$ cat src/rtl/pipe_controller_pkg.sv
// Shared encodings for the pipeline controller: opcodes, funct codes and the
// select codes carried by the stage registers.
package pipe_controller_pkg;

  localparam logic [5:0] OP_RTYPE = 6'h00;
  localparam logic [5:0] OP_J     = 6'h02;
  localparam logic [5:0] OP_JAL   = 6'h03;
  localparam logic [5:0] OP_BEQ   = 6'h04;
  localparam logic [5:0] OP_BNE   = 6'h05;
  localparam logic [5:0] OP_ADDI  = 6'h08;
  localparam logic [5:0] OP_ORI   = 6'h0D;
  localparam logic [5:0] OP_LUI   = 6'h0F;
  localparam logic [5:0] OP_LW    = 6'h23;
  localparam logic [5:0] OP_SW    = 6'h2B;

  localparam logic [5:0] FN_ADD = 6'h20;
  localparam logic [5:0] FN_SUB = 6'h22;
  localparam logic [5:0] FN_AND = 6'h24;
  localparam logic [5:0] FN_OR  = 6'h25;
  localparam logic [5:0] FN_SLT = 6'h2A;

  // ALU codes are sized at the use site to the ALU_SEL_W parameter
  localparam int ALU_NOP = 0;
  localparam int ALU_ADD = 1;
  localparam int ALU_SUB = 2;
  localparam int ALU_AND = 3;
  localparam int ALU_OR  = 4;
  localparam int ALU_SLT = 5;
  localparam int ALU_LUI = 6;

  localparam int REG_LINK = 31;

  typedef enum logic [1:0] {DST_NOP = 2'd0, DST_RD = 2'd1, DST_RT = 2'd2, DST_R31 = 2'd3} dst_sel_e;
  typedef enum logic [1:0] {BR_NOP = 2'd0, BR_BEQ = 2'd1, BR_BNE = 2'd2} br_sel_e;
  typedef enum logic [1:0] {J_NOP = 2'd0, J_J = 2'd1, J_JAL = 2'd2} j_sel_e;
  typedef enum logic [1:0] {WB_NOP = 2'd0, WB_ALU = 2'd1, WB_MEM = 2'd2, WB_PC8 = 2'd3} wb_sel_e;
  typedef enum logic {RT_REG = 1'b0, RT_IMME = 1'b1} rt_sel_e;

  typedef struct packed {
    logic    reg_ena;
    logic    mem_ena;
    logic    is_load;
    rt_sel_e rt_sel;
    wb_sel_e wb_sel;
  } ctrl_t;

  localparam ctrl_t CTRL_NOP = '{reg_ena: 1'b0, mem_ena: 1'b0, is_load: 1'b0,
                                 rt_sel: RT_REG, wb_sel: WB_NOP};

endpackage

$ cat src/rtl/pipe_decoder.sv
// Combinational ID-stage decode of opcode/funct into the control bundle.
module pipe_decoder
  import pipe_controller_pkg::*;
#(
  parameter int ALU_SEL_W = 4
) (
  input  logic [5:0]           op,
  input  logic [5:0]           func,
  input  logic                 id_valid,
  output dst_sel_e             dst_sel,
  output br_sel_e              branch_sel,
  output j_sel_e               j_sel,
  output logic [ALU_SEL_W-1:0] alu_sel,
  output ctrl_t                ctrl,
  output logic                 uses_rs,
  output logic                 uses_rt,
  output logic                 illegal
);

  logic r_ok;

  always_comb begin
    dst_sel    = DST_NOP;
    branch_sel = BR_NOP;
    j_sel      = J_NOP;
    alu_sel    = ALU_SEL_W'(ALU_NOP);
    ctrl       = CTRL_NOP;
    uses_rs    = 1'b0;
    uses_rt    = 1'b0;
    illegal    = 1'b0;
    r_ok       = 1'b1;
    if (id_valid) begin
      case (op)
        OP_RTYPE: begin
          case (func)
            FN_ADD:  alu_sel = ALU_SEL_W'(ALU_ADD);
            FN_SUB:  alu_sel = ALU_SEL_W'(ALU_SUB);
            FN_AND:  alu_sel = ALU_SEL_W'(ALU_AND);
            FN_OR:   alu_sel = ALU_SEL_W'(ALU_OR);
            FN_SLT:  alu_sel = ALU_SEL_W'(ALU_SLT);
            default: r_ok    = 1'b0;
          endcase
          if (r_ok) begin
            dst_sel      = DST_RD;
            uses_rs      = 1'b1;
            uses_rt      = 1'b1;
            ctrl.reg_ena = 1'b1;
            ctrl.wb_sel  = WB_ALU;
          end else begin
            illegal = 1'b1;
          end
        end
        OP_ADDI, OP_ORI: begin
          dst_sel      = DST_RT;
          uses_rs      = 1'b1;
          alu_sel      = (op == OP_ORI) ? ALU_SEL_W'(ALU_OR) : ALU_SEL_W'(ALU_ADD);
          ctrl.reg_ena = 1'b1;
          ctrl.rt_sel  = RT_IMME;
          ctrl.wb_sel  = WB_ALU;
        end
        OP_LUI: begin
          dst_sel      = DST_RT;
          alu_sel      = ALU_SEL_W'(ALU_LUI);
          ctrl.reg_ena = 1'b1;
          ctrl.rt_sel  = RT_IMME;
          ctrl.wb_sel  = WB_ALU;
        end
        OP_LW: begin
          dst_sel      = DST_RT;
          uses_rs      = 1'b1;
          alu_sel      = ALU_SEL_W'(ALU_ADD);
          ctrl.reg_ena = 1'b1;
          ctrl.is_load = 1'b1;
          ctrl.rt_sel  = RT_IMME;
          ctrl.wb_sel  = WB_MEM;
        end
        OP_SW: begin
          uses_rs      = 1'b1;
          uses_rt      = 1'b1;
          alu_sel      = ALU_SEL_W'(ALU_ADD);
          ctrl.mem_ena = 1'b1;
          ctrl.rt_sel  = RT_IMME;
        end
        OP_BEQ, OP_BNE: begin
          uses_rs    = 1'b1;
          uses_rt    = 1'b1;
          alu_sel    = ALU_SEL_W'(ALU_SUB);
          branch_sel = (op == OP_BNE) ? BR_BNE : BR_BEQ;
        end
        OP_J: j_sel = J_J;
        OP_JAL: begin
          j_sel        = J_JAL;
          dst_sel      = DST_R31;
          ctrl.reg_ena = 1'b1;
          ctrl.wb_sel  = WB_PC8;
        end
        default: illegal = 1'b1;
      endcase
    end
  end

endmodule

$ cat src/rtl/pipe_controller.sv
// Pipeline control: ID decode, EX/MEM/WB control registers and load-use stall.
module pipe_controller
  import pipe_controller_pkg::*;
#(
  parameter int ALU_SEL_W  = 4,
  parameter int REG_ADDR_W = 5,
  parameter int HAZARD_EN  = 1
) (
  input  logic                  W_clk,
  input  logic                  W_rst,
  input  logic [5:0]            W_op,
  input  logic [5:0]            W_func,
  input  logic [REG_ADDR_W-1:0] W_rs,
  input  logic [REG_ADDR_W-1:0] W_rt,
  input  logic [REG_ADDR_W-1:0] W_rd,
  input  logic                  W_id_valid,
  input  logic                  W_flush,
  output logic [1:0]            R_w_dst_sel,
  output logic [1:0]            R_branch_sel,
  output logic [1:0]            R_j_sel,
  output logic                  R_stall,
  output logic                  R_illegal,
  output logic                  R_ex_rt_sel,
  output logic [ALU_SEL_W-1:0]  R_ex_alu_sel,
  output logic                  R_mem_w_mem_ena,
  output logic                  R_wb_w_reg_ena,
  output logic [1:0]            R_wb_sel,
  output logic [REG_ADDR_W-1:0] R_wb_dst
);

  dst_sel_e             dec_dst_sel;
  br_sel_e              dec_br;
  j_sel_e               dec_j;
  logic [ALU_SEL_W-1:0] dec_alu;
  ctrl_t                dec_ctrl;
  logic                 dec_uses_rs, dec_uses_rt, dec_illegal;

  pipe_decoder #(.ALU_SEL_W(ALU_SEL_W)) u_dec (
    .op        (W_op),
    .func      (W_func),
    .id_valid  (W_id_valid),
    .dst_sel   (dec_dst_sel),
    .branch_sel(dec_br),
    .j_sel     (dec_j),
    .alu_sel   (dec_alu),
    .ctrl      (dec_ctrl),
    .uses_rs   (dec_uses_rs),
    .uses_rt   (dec_uses_rt),
    .illegal   (dec_illegal)
  );

  logic [REG_ADDR_W-1:0] id_dst;
  ctrl_t                 id_ctrl;
  logic                  ld_hit, bubble;

  ctrl_t                 ex_ctrl;
  logic [ALU_SEL_W-1:0]  ex_alu;
  logic [REG_ADDR_W-1:0] ex_dst;
  logic                  mem_reg_ena, mem_mem_ena;
  wb_sel_e               mem_wb_sel;
  logic [REG_ADDR_W-1:0] mem_dst;
  logic                  wb_reg_ena;
  wb_sel_e               wb_sel;
  logic [REG_ADDR_W-1:0] wb_dst;

  always_comb begin
    case (dec_dst_sel)
      DST_RD:  id_dst = W_rd;
      DST_RT:  id_dst = W_rt;
      DST_R31: id_dst = REG_ADDR_W'(REG_LINK);
      default: id_dst = '0;
    endcase
  end

  // r0 is hardwired, so a write to it is dropped here and never reaches WB
  always_comb begin
    id_ctrl         = dec_ctrl;
    id_ctrl.reg_ena = dec_ctrl.reg_ena && (id_dst != '0);
  end

  assign ld_hit  = ex_ctrl.is_load && (ex_dst != '0) &&
                   ((dec_uses_rs && (W_rs == ex_dst)) || (dec_uses_rt && (W_rt == ex_dst)));
  assign R_stall = (HAZARD_EN != 0) && ld_hit;
  assign bubble  = R_stall || W_flush;

  assign R_w_dst_sel  = dec_dst_sel;
  assign R_branch_sel = bubble ? BR_NOP : dec_br;
  assign R_j_sel      = bubble ? J_NOP  : dec_j;
  assign R_illegal    = dec_illegal;

  always_ff @(posedge W_clk) begin
    if (W_rst) begin
      ex_ctrl     <= CTRL_NOP;
      ex_alu      <= '0;
      ex_dst      <= '0;
      mem_reg_ena <= 1'b0;
      mem_mem_ena <= 1'b0;
      mem_wb_sel  <= WB_NOP;
      mem_dst     <= '0;
      wb_reg_ena  <= 1'b0;
      wb_sel      <= WB_NOP;
      wb_dst      <= '0;
    end else begin
      if (bubble) begin
        ex_ctrl <= CTRL_NOP;
        ex_alu  <= '0;
        ex_dst  <= '0;
      end else begin
        ex_ctrl <= id_ctrl;
        ex_alu  <= dec_alu;
        ex_dst  <= id_dst;
      end
      mem_reg_ena <= ex_ctrl.reg_ena;
      mem_mem_ena <= ex_ctrl.mem_ena;
      mem_wb_sel  <= ex_ctrl.wb_sel;
      mem_dst     <= ex_dst;
      wb_reg_ena  <= mem_reg_ena;
      wb_sel      <= mem_wb_sel;
      wb_dst      <= mem_dst;
    end
  end

  assign R_ex_rt_sel     = ex_ctrl.rt_sel;
  assign R_ex_alu_sel    = ex_alu;
  assign R_mem_w_mem_ena = mem_mem_ena;
  assign R_wb_w_reg_ena  = wb_reg_ena;
  assign R_wb_sel        = wb_sel;
  assign R_wb_dst        = wb_dst;

endmodule

$ cat config.mk
export PLATFORM = sky130hd
export DESIGN_NAME = pipe_controller
export DESIGN_NICKNAME = d
export VERILOG_FILES = /design/src/rtl/pipe_controller_pkg.sv /design/src/rtl/pipe_decoder.sv /design/src/rtl/pipe_controller.sv
export SDC_FILE = /design/constraint.sdc
export NUM_CORES = 1
export LEC_CHECK = 0
export CAP_MARGIN = 15
export CORE_MARGIN = 8
export CORE_UTILIZATION = 25
export CTS_BUF_LIST = sky130_fd_sc_hd__clkbuf_8
export CTS_CLUSTER_SIZE = 30
export DETAILED_ROUTE_END_ITERATION = 8
export PLACE_DENSITY = 0.53
export SKIP_CTS_REPAIR_TIMING = 1
export SYNTH_ARGS = -nofsm -noshare
export SYNTH_HDL_FRONTEND = slang
export SYNTH_HIERARCHICAL = 1
export SYNTH_SLANG_ARGS = --single-unit
$ cat constraint.sdc
create_clock -name W_clk -period 3.6 [get_ports W_clk]
set_clock_uncertainty 0.1 [all_clocks]
set_input_delay 0.72 -clock W_clk [delete_from_list [all_inputs] [get_ports W_clk]]
set_output_delay 0.72 -clock W_clk [all_outputs]
set_load 0.05 [all_outputs]
Fig. 1: run 1, metal 2
The bar under the picture is 20 um long. Cells faint in the background.
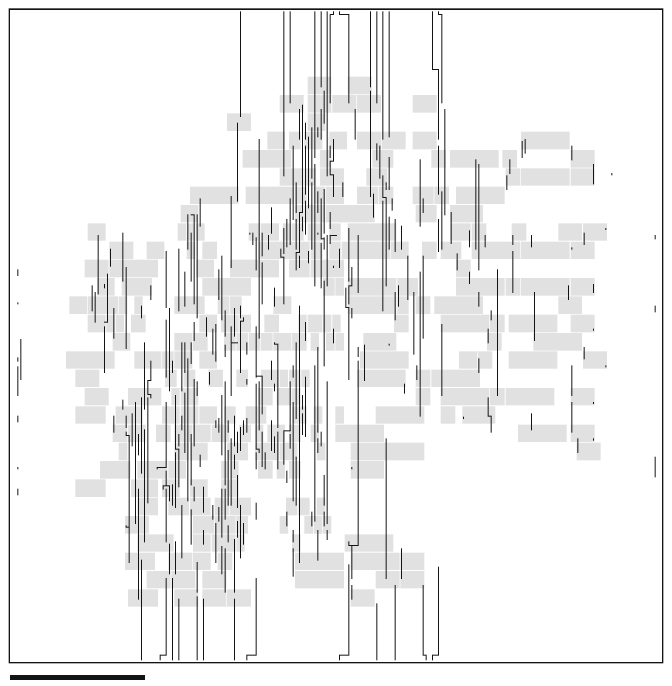
main direction: vertical
nets with wire on the layer: 230
wire length on this layer: 2,010 um
longest straight run: 38.1 um

Fig. 2: run 1, track usage over the die
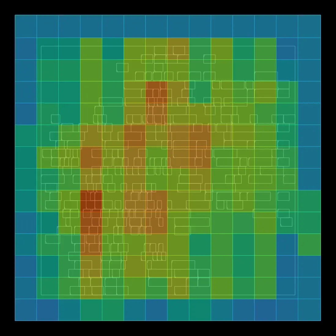
met3 Use GR: 3.70%
gr usage total: 9.44%
Avg WL per Cell: 12.6 um
Core Util, Final: 40.1%
GRT Max-Usage Layer: met2

Fig. 3: run 1, a small window of the routed layout
The bar under the picture is 10 um long. Region (28, 9) to (68, 49) um. Cells in grey, sequential cells in the stronger grey; small squares are vias.
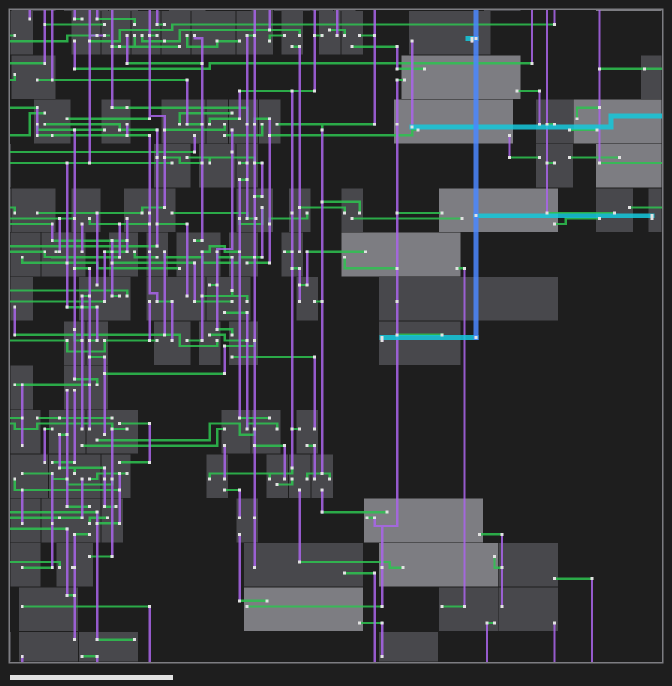
legend:
  met3:
    colour: cyan
  met4:
    colour: blue
  met2:
    colour: purple
  met1:
    colour: green
most frequent: nand2_1 (10), nor2_1 (10), dfxtp_1 (9)
netlist names of flops here include: `R_ex_alu_sel` (3), `ex_ctrl` (3), `mem_wb_sel` (2)
cells with their middle in the window: 87
sequential cells in the window: 9

Fig. 4: run 1, sizing map
The bar under the picture is 20 um long.
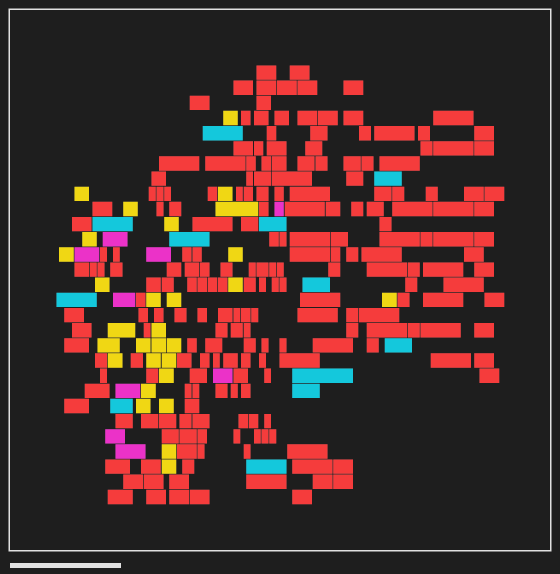
legend:
  drive 6 and up:
    colour: cyan
    cells: 12
  drive 3 to 4:
    colour: yellow
    cells: 29
    most_used: buf_4
  drive 2:
    colour: magenta
    cells: 9
    most_used: nor3b_2
  drive 1 or less:
    colour: red
    cells: 214
    most_used: clkdlybuf4s50_1
Final WS setup: 0.0885 ns
Synth-to-Final Area Change: 55.7%
Buffers excl. clock: 75

==> flow_metrics.env, run 1 <==
# implementation run metrics
export IMPL_yosysSeqAreaShare_pct=39.1
export IMPL_path_clk_slew_ns=0.06
export IMPL_power_density_nw_per_um2=315
export IMPL_setup_violations=0
export IMPL_clock_sinks=32
export IMPL_hold_slack_ns=0.333
export IMPL_ys_sh_aoi_pct=12.8
export IMPL_max_slew_margin_pct=54.2
export IMPL_crit_buf_inv=3
export IMPL_root_buffer="clkbuf_8"
export IMPL_max_clock_path_buffers=2
export IMPL_io_buffers=52
export IMPL_core_area_um2=6350
export IMPL_cts_tree="built"
export IMPL_dieArea_um2=9390
export IMPL_grt_start_max_net_pins=21
export IMPL_layout_top_cell="clkdlybuf4s50_1"
export IMPL_topCellsByArea="dfxtp_1 39%, nor2b_1 7.3%, xor2_1 5.4%"
export IMPL_grt_pass1_wl_mm=7.49
export IMPL_crit_family="buffers and inverters"
export IMPL_yosysUniqueCellTypes=47
export IMPL_r2r_cells=7
export IMPL_path_max_fanout=5
export IMPL_endpoint_kind="primary output"
export IMPL_crit_type="input pin to primary output"
export IMPL_drive_gt1_share_pct=18.9
export IMPL_drv_cap=0
export IMPL_crit_chain="clkdlybuf4s50_1 -> nor4_2 -> and4_1 -> nand3b_2 -> o21a_1 -> nand3_1 -> a21oi_1 -> buf_4 -> nor3b_1 -> buf_4"
export IMPL_crit_slowest_cell="clkdlybuf4s50_1"
export IMPL_mux_share_pct=0.612
export IMPL_min_path_type="register to register"
export IMPL_hpwl_mm=3.55
export IMPL_hold_depth=1
export IMPL_outcome="finished, final reports clean"
export IMPL_cts_buffers=5
export IMPL_top_area_cell="dfxtp_1"
export IMPL_worstPathRequired_ns=2.78
export IMPL_reg2reg_to="ex_dst[3]$_SDFF_PP0_"
export IMPL_die_w_um=96.9
export IMPL_nets=294
export IMPL_crit_top_cell="buf_4"
export IMPL_p_total_uw=803
export IMPL_num_vias=1498
export IMPL_worstSetupStartpointType="input pin"
export IMPL_place_gp_congestion=0.856
export IMPL_drc=0
export IMPL_warnings=27
export IMPL_ys_ff=32
[run 1: synth_stat cells, drive strengths merged]
library cell	count
a2111oi	1
a21o	5
a21oi	10
a31oi	1
a32oi	1
and2	3
and3	1
and3b	1
and4	2
buf	9
clkbuf	4
conb	1
dfxtp	32
inv	2
mux2i	1
nand2	14
nand2b	5
nand3	5
nand3b	1
nand4	2
nor2	20
nor2b	19
nor3	8
nor3b	5
nor4	4
nor4b	2
nor4bb	1
o211ai	1
o21a	3
o21ai	9
o21bai	2
o31ai	1
or2	2
or3	1
or4	2
or4b	1
xnor2	2
xor2	10
[run 1: layer usage]
layer	vias to the layer above	share of wire [%]
li1	800	-
met1	655	46
met2	36	47
met3	7	6.0
met4	0	1.2
met5	-	0
[run 1: final cells by class]
| cell class | instances | area (um2) |
|---|---|---|
| clock buffer | 5 | 68.8 |
| clock inverter | 3 | 42.5 |
| fill | 622 | 3800 |
| inverter | 2 | 7.51 |
| multi-input combinational | 147 | 940 |
| sequential | 32 | 641 |
| tap | 77 | 96.3 |
| timing repair buffer | 75 | 752 |
[run 1: report_power, final]
part	internal, uW	total (uW)	switching (uW)
Clock	204	331	127
Sequential	355	356	0.596
Combinational	61.2	116	55.0
Total	621	803	182
[run 1: registers in the layout (all words and copies together) (netlist names)]
| signal | flops |
|---|---|
| mem_wb_sel | 2 |
| ex_ctrl | 5 |
| R_mem_w_mem_ena | 1 |
| R_wb_w_reg_ena | 1 |
| R_wb_dst | 5 |
| mem_reg_ena | 1 |
| R_wb_sel | 2 |
| ex_dst | 5 |
| mem_dst | 5 |
| R_ex_alu_sel | 4 |
| R_ex_rt_sel | 1 |
Fig. 5: run 1, signal wires on met1
The bar under the picture is 20 um long. Supply wires on this layer in grey. Cells faint in the background.
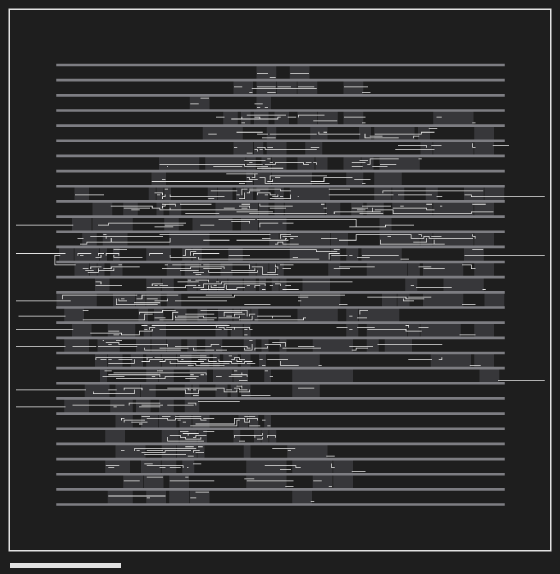

==> run 1 -> run 2 <==
--- a/config.mk
+++ b/config.mk
@@ -5,6 +5,7 @@
 export SDC_FILE = /design/constraint.sdc
 export NUM_CORES = 1
 export LEC_CHECK = 0
+export ABC_AREA = 1
 export CAP_MARGIN = 15
 export CORE_MARGIN = 8
 export CORE_UTILIZATION = 25
@@ -15,5 +16,4 @@
 export SKIP_CTS_REPAIR_TIMING = 1
 export SYNTH_ARGS = -nofsm -noshare
 export SYNTH_HDL_FRONTEND = slang
-export SYNTH_HIERARCHICAL = 1
 export SYNTH_SLANG_ARGS = --single-unit
Fig. 6: run 2, signal wires on met1
The bar under the picture is 20 um long. Supply wires on this layer in grey. Cells faint in the background.
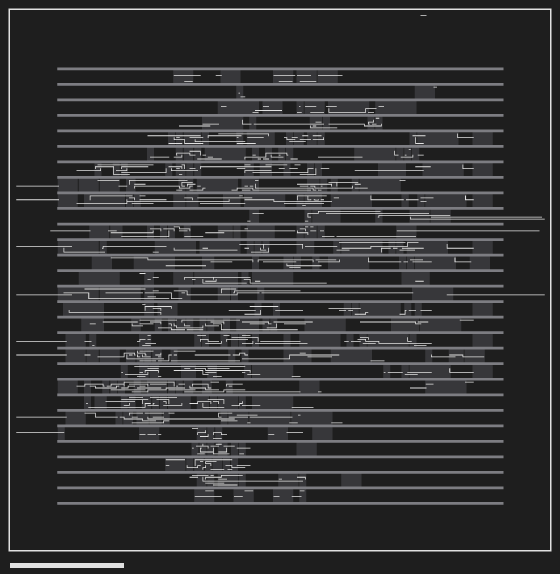
longest straight run: 26.4 um
wire length on this layer: 1,870 um
nets with wire on the layer: 285
DR vias: 1,462
total wire length: 3.93 mm

==> flow_metrics.env, run 2 <==
# implementation run metrics
export IMPL_core_area_um2=5960
export IMPL_crit_chain="clkdlybuf4s50_1 -> nor2_1 -> nand3_1 -> nand2_1 -> nor2_1 -> nand2_1 -> nand2_1 -> nand2_1 -> nand2_2 -> nand2_2 -> nor3_1 -> buf_12"
export IMPL_place_gp_congestion=0.787
export IMPL_logic_area_um2=742
export IMPL_yosysUniqueCellTypes=27
export IMPL_crit_buf_inv=2
export IMPL_min_path_type="register to register"
export IMPL_ys_ff=31
export IMPL_edf_count=0
export IMPL_cts_tree="built"
export IMPL_top_area_cell="dfxtp_1"
export IMPL_avgRoutedWirePerCell_um=10.9
export IMPL_p_int_uw=567
export IMPL_max_slew_margin_pct=65.9
export IMPL_path_max_fanout=6
export IMPL_hpwl_mm=3.26
export IMPL_combPwrFrac_pct=14.4
export IMPL_outcome="finished, final reports clean"
export IMPL_areaGrowthSynthToFinish_pct=51.1
export IMPL_drv_cap=0
export IMPL_endpoint_kind="primary output"
export IMPL_mux_share_pct=0
export IMPL_async_flop_share_pct=0
export IMPL_fin_util_pct=39.2
export IMPL_die_w_um=94.6
export IMPL_crit_type="input pin to primary output"
export IMPL_synth_most_common_cell="nor2_1"
export IMPL_setup_violations=0
export IMPL_drive_gt1_share_pct=14.4
export IMPL_nets=315
export IMPL_topCellsByArea="dfxtp_1 40%, nor2_1 13%, inv_1 10%"
export IMPL_worstPathRequired_ns=2.78
export IMPL_crit_slowest_cell="clkdlybuf4s50_1"
export IMPL_clock_sinks=31
export IMPL_reg2reg_to="ex_dst[3]$_SDFF_PP0_"
export IMPL_r2r_cells=9
export IMPL_cts_buffers=5
export IMPL_drc=0
export IMPL_top_cells_by_count="54 x nor2_1, 43 x inv_1, 33 x nand2_1"
export IMPL_power_density_nw_per_um2=317
export IMPL_swShare_pct=23.5
export IMPL_ys_sh_aoi_pct=6.15
export IMPL_crit_top_cell="nand2_1"
export IMPL_grt_pass1_wl_mm=6.51
export IMPL_grt_start_max_net_pins=19
[run 2: cell count changes in the layout (fill, tap and decap cells not counted), moves of 8 or more]
cell     delta
buf_4      -23
inv_1      +42
nand2_1    +19
nand3_1     +8
nor2_1     +34
nor2b_1    -19
xor2_1     -10
[run 2: cell families (layout without fill, tap and decap cells)]
kind of cell | Yosys count | after routing
AND-OR/OR-AND | 16 | 16
XOR/XNOR | 2 | 2
buffers and inverters | 49 | 107
flip-flops | 31 | 31
other | 1 | 1
AND/OR/NAND/NOR | 128 | 128
[run 2: final cells by class]
class | instances | area share (%)
clock inverters | 1 | 0.161
well taps | 75 | 4.02
flip-flops and latches | 31 | 26.6
repair buffers | 53 | 25.9
inverters | 46 | 7.40
clock buffers | 7 | 4.13
multi-input cells | 147 | 31.8
[run 2: metal layers]
metal	track usage [%]	part of all wire, %	up-vias
li1	-	-	805
met1	11.4	48	606
met2	13.7	42	45
met3	3.73	8.6	6
met4	3.90	1.8	0
met5	0	0	-
[run 2: per-stage QoR]
stage	worst slack (ns)	total power, uW	TNS, ns	hold WS, ns
2_1_floorplan	0.202	403	0	0.288
3_3_place_gp	0.138	459	0	0.292
3_5_place_dp	0.127	459	0	0.293
4_1_cts	0.106	756	0	0.302
5_1_grt	-0.0542	781	-0.137	0.315
6_report	0.112	741	0	0.301
[run 2: worst register-to-register path, cell delays in order (launching register included)]
cell     delay (ns)
dfxtp_1        0.35
or2_2          0.30
a21oi_1        0.17
nand4_1        0.09
nor2_1         0.15
nand2_1        0.07
nand2_1        0.08
nand2_2        0.10
nand3_2        0.14
nor2_1         0.06
[run 2: power groups by stage]
stage	registers [uW]	logic [uW]	clock network [uW]
after global placement	353	106	0
after floorplan	354	49.2	0
after detailed placement	353	106	0
final	345	106	289
after CTS	345	107	304
after global routing	345	117	320
No activity file was given, so power comes from the tool's default toggle rates.
